## config.mk

```make
export PLATFORM = sky130hd
export DESIGN_NAME = mole_hit_scorer_flat
export DESIGN_NICKNAME = d
export VERILOG_FILES = /design/src/rtl/mole_hit_scorer_if.sv /design/src/rtl/mole_hit_scorer.sv /design/src/flat_wrapper.sv
export SDC_FILE = /design/constraint.sdc
export NUM_CORES = 1
export LEC_CHECK = 0
export CELL_PAD_IN_SITES_DETAIL_PLACEMENT = 1
export CELL_PAD_IN_SITES_GLOBAL_PLACEMENT = 1
export CORE_MARGIN = 4
export CORE_UTILIZATION = 40
export DETAILED_ROUTE_END_ITERATION = 6
export PLACE_DENSITY_LB_ADDON = 0.1
export RECOVER_POWER = 50
export SLEW_MARGIN = 20
export SYNTH_ARGS = -nofsm -noshare
export SYNTH_HDL_FRONTEND = slang
export SYNTH_SLANG_ARGS = --single-unit
```

## constraint.sdc

```tcl
create_clock -name clk -period 2.1 [get_ports clk]
set_input_delay 0.63 -clock clk [delete_from_list [all_inputs] [get_ports clk]]
set_output_delay 0.63 -clock clk [all_outputs]
set_load 0.05 [all_outputs]
```

## src/rtl/mole_hit_scorer_if.sv

```systemverilog
// Game-side bus for the whack-a-mole scorer: mole/button inputs and the
// registered score/miss/pulse outputs.
interface mole_hit_scorer_if;
  logic       mole_on;
  logic       whack;
  logic [1:0] level;
  logic       restart;
  logic [9:0] score;
  logic [1:0] misses;
  logic       hit_pulse;
  logic       miss_pulse;
  logic       mole_clear;
  logic       game_over;

  modport master (
    output mole_on, whack, level, restart,
    input  score, misses, hit_pulse, miss_pulse, mole_clear, game_over
  );

  modport slave (
    input  mole_on, whack, level, restart,
    output score, misses, hit_pulse, miss_pulse, mole_clear, game_over
  );
endinterface

```

## src/rtl/mole_hit_scorer.sv

```systemverilog
// Whack-a-mole scorer: times the hit window for each mole, scores hits by
// difficulty, counts misses and ends the game at MAX_MISSES.
module mole_hit_scorer #(
  parameter int CLKS_PER_MS = 50000,
  parameter int MAX_SCORE   = 999,
  parameter int MAX_MISSES  = 3
) (
  input logic         clk,
  input logic         reset,
  mole_hit_scorer_if.slave bus
);
  localparam int PW = (CLKS_PER_MS > 1) ? $clog2(CLKS_PER_MS) : 1;
  localparam logic [PW-1:0] PRESC_MAX = PW'(CLKS_PER_MS - 1);
  localparam logic [9:0]    SCORE_MAX = 10'(MAX_SCORE);
  localparam logic [1:0]    MISS_MAX  = 2'(MAX_MISSES);

  typedef enum logic [1:0] {WAIT, ARMED, COOL, OVER} state_t;

  state_t        state;
  logic [9:0]    score;
  logic [1:0]    misses;
  logic          hit_pulse, miss_pulse, mole_clear, game_over;
  logic [PW-1:0] presc;
  logic [9:0]    window;
  logic          mole_q;

  logic       rise, tick, expire, last_miss;
  logic [9:0] win_load, score_hit;
  logic [10:0] sum;
  logic [1:0] miss_inc;

  always_comb begin
    rise      = bus.mole_on & ~mole_q;
    tick      = (presc == PRESC_MAX);
    expire    = tick && (window == 10'd1);
    sum       = {1'b0, score} + {9'd0, bus.level} + 11'd1;
    score_hit = (sum > {1'b0, SCORE_MAX}) ? SCORE_MAX : sum[9:0];
    miss_inc  = (misses == MISS_MAX) ? misses : misses + 2'd1;
    last_miss = (miss_inc == MISS_MAX);
    case (bus.level)
      2'd0:    win_load = 10'd1000;
      2'd1:    win_load = 10'd750;
      2'd2:    win_load = 10'd500;
      default: win_load = 10'd250;
    endcase
  end

  // mole_q resets/restarts high so a mole already showing is not a fresh rise.
  always_ff @(posedge clk or posedge reset) begin
    if (reset) begin
      state      <= WAIT;
      score      <= '0;
      misses     <= '0;
      hit_pulse  <= 1'b0;
      miss_pulse <= 1'b0;
      mole_clear <= 1'b0;
      game_over  <= 1'b0;
      presc      <= '0;
      window     <= '0;
      mole_q     <= 1'b1;
    end else begin
      hit_pulse  <= 1'b0;
      miss_pulse <= 1'b0;
      mole_clear <= 1'b0;
      mole_q     <= bus.mole_on;
      if (bus.restart) begin
        state     <= WAIT;
        score     <= '0;
        misses    <= '0;
        game_over <= 1'b0;
        presc     <= '0;
        window    <= '0;
        mole_q    <= 1'b1;
      end else begin
        case (state)
          WAIT: begin
            if (rise) begin
              state  <= ARMED;
              window <= win_load;
              presc  <= '0;
            end else if (bus.whack && !bus.mole_on) begin
              misses     <= miss_inc;
              miss_pulse <= 1'b1;
              if (last_miss) begin
                state     <= OVER;
                game_over <= 1'b1;
              end
            end
          end
          ARMED: begin
            presc <= tick ? '0 : presc + 1'b1;
            if (tick) window <= window - 10'd1;
            // A whack wins over a same-cycle expiry or mole drop.
            if (bus.whack) begin
              score      <= score_hit;
              hit_pulse  <= 1'b1;
              mole_clear <= 1'b1;
              state      <= COOL;
            end else if (expire || !bus.mole_on) begin
              misses     <= miss_inc;
              miss_pulse <= 1'b1;
              mole_clear <= 1'b1;
              if (last_miss) begin
                state     <= OVER;
                game_over <= 1'b1;
              end else begin
                state <= COOL;
              end
            end
          end
          COOL: if (!bus.mole_on) state <= WAIT;
          OVER: game_over <= 1'b1;
          default: state <= WAIT;
        endcase
      end
    end
  end

  assign bus.score      = score;
  assign bus.misses     = misses;
  assign bus.hit_pulse  = hit_pulse;
  assign bus.miss_pulse = miss_pulse;
  assign bus.mole_clear = mole_clear;
  assign bus.game_over  = game_over;
endmodule

```

## src/flat_wrapper.sv

```systemverilog
// flat-port wrapper written by rule: the top's interface ports become plain ports
module mole_hit_scorer_flat 
#(
  parameter int CLKS_PER_MS = 50000,
  parameter int MAX_SCORE   = 999,
  parameter int MAX_MISSES  = 3
)
  (clk, reset, bus_mole_on, bus_whack, bus_level, bus_restart, bus_score, bus_misses, bus_hit_pulse, bus_miss_pulse, bus_mole_clear, bus_game_over);
  mole_hit_scorer_if bus_i ();
  input logic clk;
  input logic reset;
  input wire logic [$bits(bus_i.mole_on)-1:0] bus_mole_on;
  input wire logic [$bits(bus_i.whack)-1:0] bus_whack;
  input wire logic [$bits(bus_i.level)-1:0] bus_level;
  input wire logic [$bits(bus_i.restart)-1:0] bus_restart;
  output wire logic [$bits(bus_i.score)-1:0] bus_score;
  output wire logic [$bits(bus_i.misses)-1:0] bus_misses;
  output wire logic [$bits(bus_i.hit_pulse)-1:0] bus_hit_pulse;
  output wire logic [$bits(bus_i.miss_pulse)-1:0] bus_miss_pulse;
  output wire logic [$bits(bus_i.mole_clear)-1:0] bus_mole_clear;
  output wire logic [$bits(bus_i.game_over)-1:0] bus_game_over;
  assign bus_i.mole_on = bus_mole_on;
  assign bus_i.whack = bus_whack;
  assign bus_i.level = bus_level;
  assign bus_i.restart = bus_restart;
  assign bus_score = bus_i.score;
  assign bus_misses = bus_i.misses;
  assign bus_hit_pulse = bus_i.hit_pulse;
  assign bus_miss_pulse = bus_i.miss_pulse;
  assign bus_mole_clear = bus_i.mole_clear;
  assign bus_game_over = bus_i.game_over;
  mole_hit_scorer #(.CLKS_PER_MS(CLKS_PER_MS), .MAX_SCORE(MAX_SCORE), .MAX_MISSES(MAX_MISSES)) u_core (.clk(clk), .reset(reset), .bus(bus_i));
endmodule
```

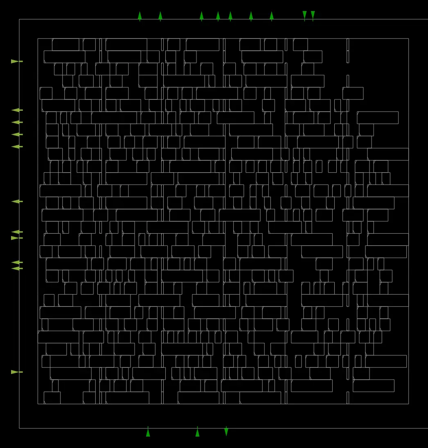
Run 1: placement view
layout sequential cell count: 45
final standard cell utilization of the core: 57.1%
Core Region: 0.00676 mm2

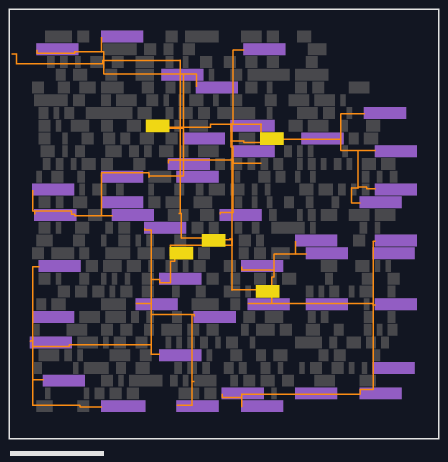
Run 1: clock wires, drivers and flops
The bar under the picture is 20 um long.
clock wires -> orange  # length 697 um
flip-flops -> purple  # count 45
cells driving clock nets -> yellow  # count 5
routed clock nets = 6
flops lie = widely spread

==> impl_metrics.ini, run 1 <==
; generated from flow reports
[cells_and_area]
layout.filler_cells = 780
logic_gates = 236
bufAreaShareNonClock_pct = 20.1
final_common_cell = buf_4
area.growth.synth_to_final_pct = 38.8
largest_register = u_core.presc
antenna_cells_inserted = 0
proportion_of_layout_cells_with_a_drive_suffix_above_1_pct = 33.5
fin_nets = 418
final_area_mm2 = 0.00386
logic_area_mm2 = 0.00167
sh_comb_area_pct = 43.2
layout.area.seq_mm2 = 0.00113

[global_route]
grt_total_ovfl = 0
grt_pass1_vias = 2819
grt_first_pass_wirelength_um = 13500
initial_antenna_violation_count = 0
gr-max-usage-layer = met2
use_met3_pct = 2.82

[yosys]
most_used_standard_cells_in_the_synthesized_netlist = dfrtp_1, nor2_1, o21ai_0
synth.distinct_cells = 62
yosys_warnings = 0
ys_cells = 312
yosys_area_mm2 = 0.00278
yosys.cell_count.top_type = dfrtp_1
aoi_share_pct = 21.5
topCellsByArea = dfrtp_1, ha_1, o21ai_0
yosys.area_share.simple_pct = 22.9
synth.avg_cell_area_um2 = 8.91
post-synth-top-area-fraction_pct = 39.6
synthAdderAreaFrac_pct = 7.02
yosys_most_used_dff = dfrtp_1
netlist.top_cell.by_area = dfrtp_1

[route]
met2_length_um = 4060
topmost_layer_with_routed_signal_wires = met4
post-route-drc-count = 0
vias_per_cell = 5.59
met3RoutedLength_um = 159
routed_wirelength_um = 7970
detailroute.via_count = 2667
average_wire_per_standard_cell_um = 16.7

[timing]
report.final.setup_viol = 6
maxClockFrequency_ghz = 0.435
final-max-slew-violation-count = 0
timing.setup.tns_ns = -0.969
grt_setup_unrepaired = true
tightest_slew_ns = 1.18
final.min_clock_period_ns = 2.30
finClkSkew_ns = 0.00804
worst_hold_slack_ns = 0.537
report.final.hold_viol_count = 0
final.setup.worst_slack_ns = -0.199
period_used_pct = 109

[critical_path]
critical_path.reg2reg.endpoint = u_core.bus.score[4]
slowest_stage_delay_cp_ns = 0.46
worstSetupStartpointType = input port
endpoint_kind = flop
count_of_buffer_and_inverter_cells_on_the_critical_path = 1
timing.critical_path.depth = 8
worstPathCellList = dlygate4sd2_1 > ha_1 > nor2b_1 > o2111a_1 > xnor2_1 > a2111oi_4 > a211oi_2 > a21o_1
timing.setup.critical_path_class = input port to flop
worstPathRequired_ns = 2.30
timing.critical_path.to = u_core.bus.score[4]
cp_max_fo = 3

[min_path]
hold_path.class = flop to flop
holdPathStages = 2
hold_path.startpoint = u_core.bus.game_over
min_to = u_core.bus.game_over

[floorplan]
io-pin-count = 23
fp-utilization_pct = 41.1
floorplan.tapcells = 80
die_h_um = 91.4
row_count = 30

[pwr]
sequentialPower_uw = 1130
seq_power_share_pct = 37.5
internal_power_uw = 1830
power.clock.fraction_pct = 20.5
peak_ir_drop_on_the_vdd_network_v = 0.000475

[placement]
dp_slack_ns = -1.02
place_area_mm2 = 0.00357
post-dp-hpwl_um = 5790

[cts]
postCtsSetupRepairBufs = 5
clock_tree.root_cell = clkbuf_8
cts_tree = built
cts-resized-gates = 19
clk_pin_slew_worst_paths_ns = 0.09

[status]
status = finished with violations
failed_checks = negative setup slack
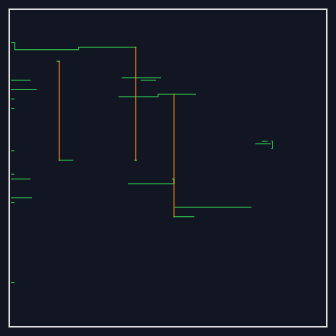
Run 1: signal wires by layer
Only two layers are drawn.
met3 -> green  # wire length 160 um
met4 -> orange  # wire length 96.6 um

==> run 2: changes to the inputs <==
--- a/config.mk
+++ b/config.mk
@@ -10,6 +10,7 @@
 export CORE_MARGIN = 4
 export CORE_UTILIZATION = 40
 export DETAILED_ROUTE_END_ITERATION = 6
+export HOLD_SLACK_MARGIN = 0.12
 export PLACE_DENSITY_LB_ADDON = 0.1
 export RECOVER_POWER = 50
 export SLEW_MARGIN = 20
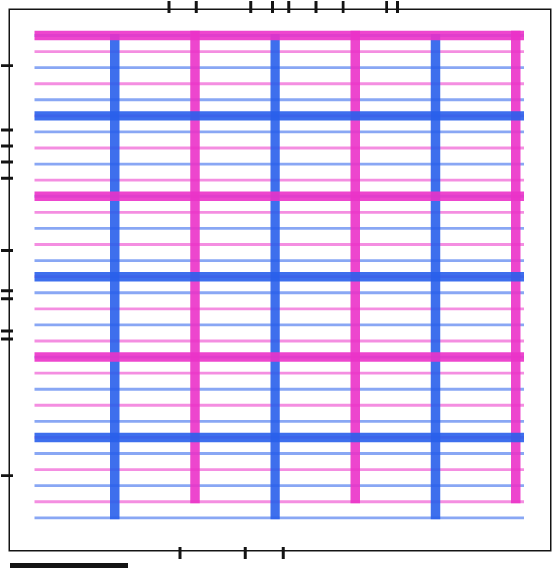
Run 2: PDN straps and rails
The bar under the picture is 20 um long. Pins as bars on the die edge.
VDD -> magenta
VSS -> blue
met1 rails = 31
met4 straps = 6

==> run 2 against run 1 <==
- the run still ends with negative setup slack left
- clock power barely moved
- cell count did not move
- cell area unchanged
- setup slack did not move
- highest routed layer unchanged
==> impl_metrics.ini, run 2 <==
; generated from flow reports
[status]
status = finished with violations
failed_checks = negative setup slack

[critical_path]
worstPathCellList = dlygate4sd2_1 > ha_1 > nor2b_1 > o2111a_1 > xnor2_1 > a2111oi_4 > a211oi_2 > a21o_1
worstSetupStartpointType = input port
worst-endpoint-arrival_ns = 2.50
endpoint_kind = flop
timing.critical_path.depth = 8
worstPathRequired_ns = 2.30
critical_path.reg2reg.endpoint = u_core.bus.score[4]
count_of_buffer_and_inverter_cells_on_the_critical_path = 1
slowest_stage_delay_cp_ns = 0.46
timing.critical_path.to = u_core.bus.score[4]
r2r_slack_ns = -0.18
crit_path_leading_delay_family = AND-OR/OR-AND gates
cp_max_fo = 3
timing.setup.critical_path_class = input port to flop
crit_path_launch = bus_level[1]

[yosys]
ys_sh_mux_pct = 0.360
ys_cells = 312
syn-cell-area_mm2 = 0.00278
synth.avg_cell_area_um2 = 8.91
yosys_most_used_dff = dfrtp_1
synthAdderAreaFrac_pct = 7.02
logic_family = simple AND/OR/NAND/NOR gates
post-synth-top-area-fraction_pct = 39.6
yosys.area_share.simple_pct = 22.9
most_used_standard_cells_in_the_synthesized_netlist = dfrtp_1, nor2_1, o21ai_0
yosys_area_mm2 = 0.00278
yosys.cell_count.top_type = dfrtp_1
yosys_warnings = 0
aoi_share_pct = 21.5
synth.distinct_cells = 62
netlist.top_cell.by_area = dfrtp_1
topCellsByArea = dfrtp_1, ha_1, o21ai_0

[cts]
postCtsSetupRepairBufs = 5
cts_tree = built
clock_sink_count = 45
clock.latency.late_pin_ns = 0.31
clock_path_buffers = 2
clock_tree.root_cell = clkbuf_8
cts-resized-gates = 19
clk_pin_slew_worst_paths_ns = 0.09

[floorplan]
io-pin-count = 23
fp-utilization_pct = 41.1
floorplan.tapcells = 80
die_h_um = 91.4
core_mm2 = 0.00676
row_count = 30

[cells_and_area]
proportion_of_cell_area_spent_on_the_clock_network_pct = 2.63
logic_gates = 236
final_area_mm2 = 0.00386
layout.filler_cells = 780
fin_nets = 418
most_frequent_cells_in_the_layout = buf_4, dfrtp_1, nor2_1
largest_register = u_core.presc
top_area_cell_class = combinational gates
logic_area_mm2 = 0.00167
bufAreaShareNonClock_pct = 20.1
design.seq.count = 45
area.growth.synth_to_final_pct = 38.8
proportion_of_layout_cells_with_a_drive_suffix_above_1_pct = 33.5
final_common_cell = buf_4
clock_buffer_count = 7
leading_registers_by_flop_count = u_core.presc x16, u_core.bus.score x10, u_core.window x10
finalCoreUtilization_pct = 57.1
sh_comb_area_pct = 43.2
layout.area.seq_mm2 = 0.00113
fin_cells = 477
nonClockBufferCount = 90
antenna_cells_inserted = 0

[route]
routed_wirelength_um = 7970
topmost_layer_with_routed_signal_wires = met4
met3RoutedLength_um = 159
detailroute.via_count = 2667
average_wire_per_standard_cell_um = 16.7
vias_per_cell = 5.59
met2_length_um = 4060
first_iter_violations = 135
met1_length_um = 3650
post-route-drc-count = 0

[pwr]
pwr.group.combinational_uw = 1260
power_frac_comb_pct = 42.0
top_power_group = combinational logic
peak_ir_drop_on_the_vdd_network_v = 0.000475
seq_power_share_pct = 37.5
internal_power_uw = 1830
power.clock.total_uw = 617
power.density_mw_per_mm2 = 780
p_leak_uw = 0.00171
sequentialPower_uw = 1130
power.clock.fraction_pct = 20.5

[placement]
dp_cells = 460
dp_slack_ns = -1.02
post-dp-hpwl_um = 5790
place_area_mm2 = 0.00357

[timing]
maxClockFrequency_ghz = 0.435
report.final.hold_viol_count = 0
tightest_slew_ns = 1.18
timing.setup.tns_ns = -0.969
grt_setup_unrepaired = true
slew-limit-headroom_pct = 21.4
final-max-slew-violation-count = 0
finClkSkew_ns = 0.00804
report.final.setup_viol = 6
final.setup.worst_slack_ns = -0.199
final.min_clock_period_ns = 2.30
period_used_pct = 109
worst_hold_slack_ns = 0.537

[global_route]
initial_antenna_violation_count = 0
use_met3_pct = 2.82
grt_pass1_vias = 2819
grt_max_degree = 46
gr-max-usage-layer = met2
grt_first_pass_wirelength_um = 13500
grt_use_met1_pct = 26.4
grt_total_ovfl = 0

[min_path]
holdPathStages = 2
hold_path.startpoint = u_core.bus.game_over
hold_path.class = flop to flop
min_to = u_core.bus.game_over

[flow_run]
tool_warnings = 37
Power is estimated from default activity; no workload was simulated.
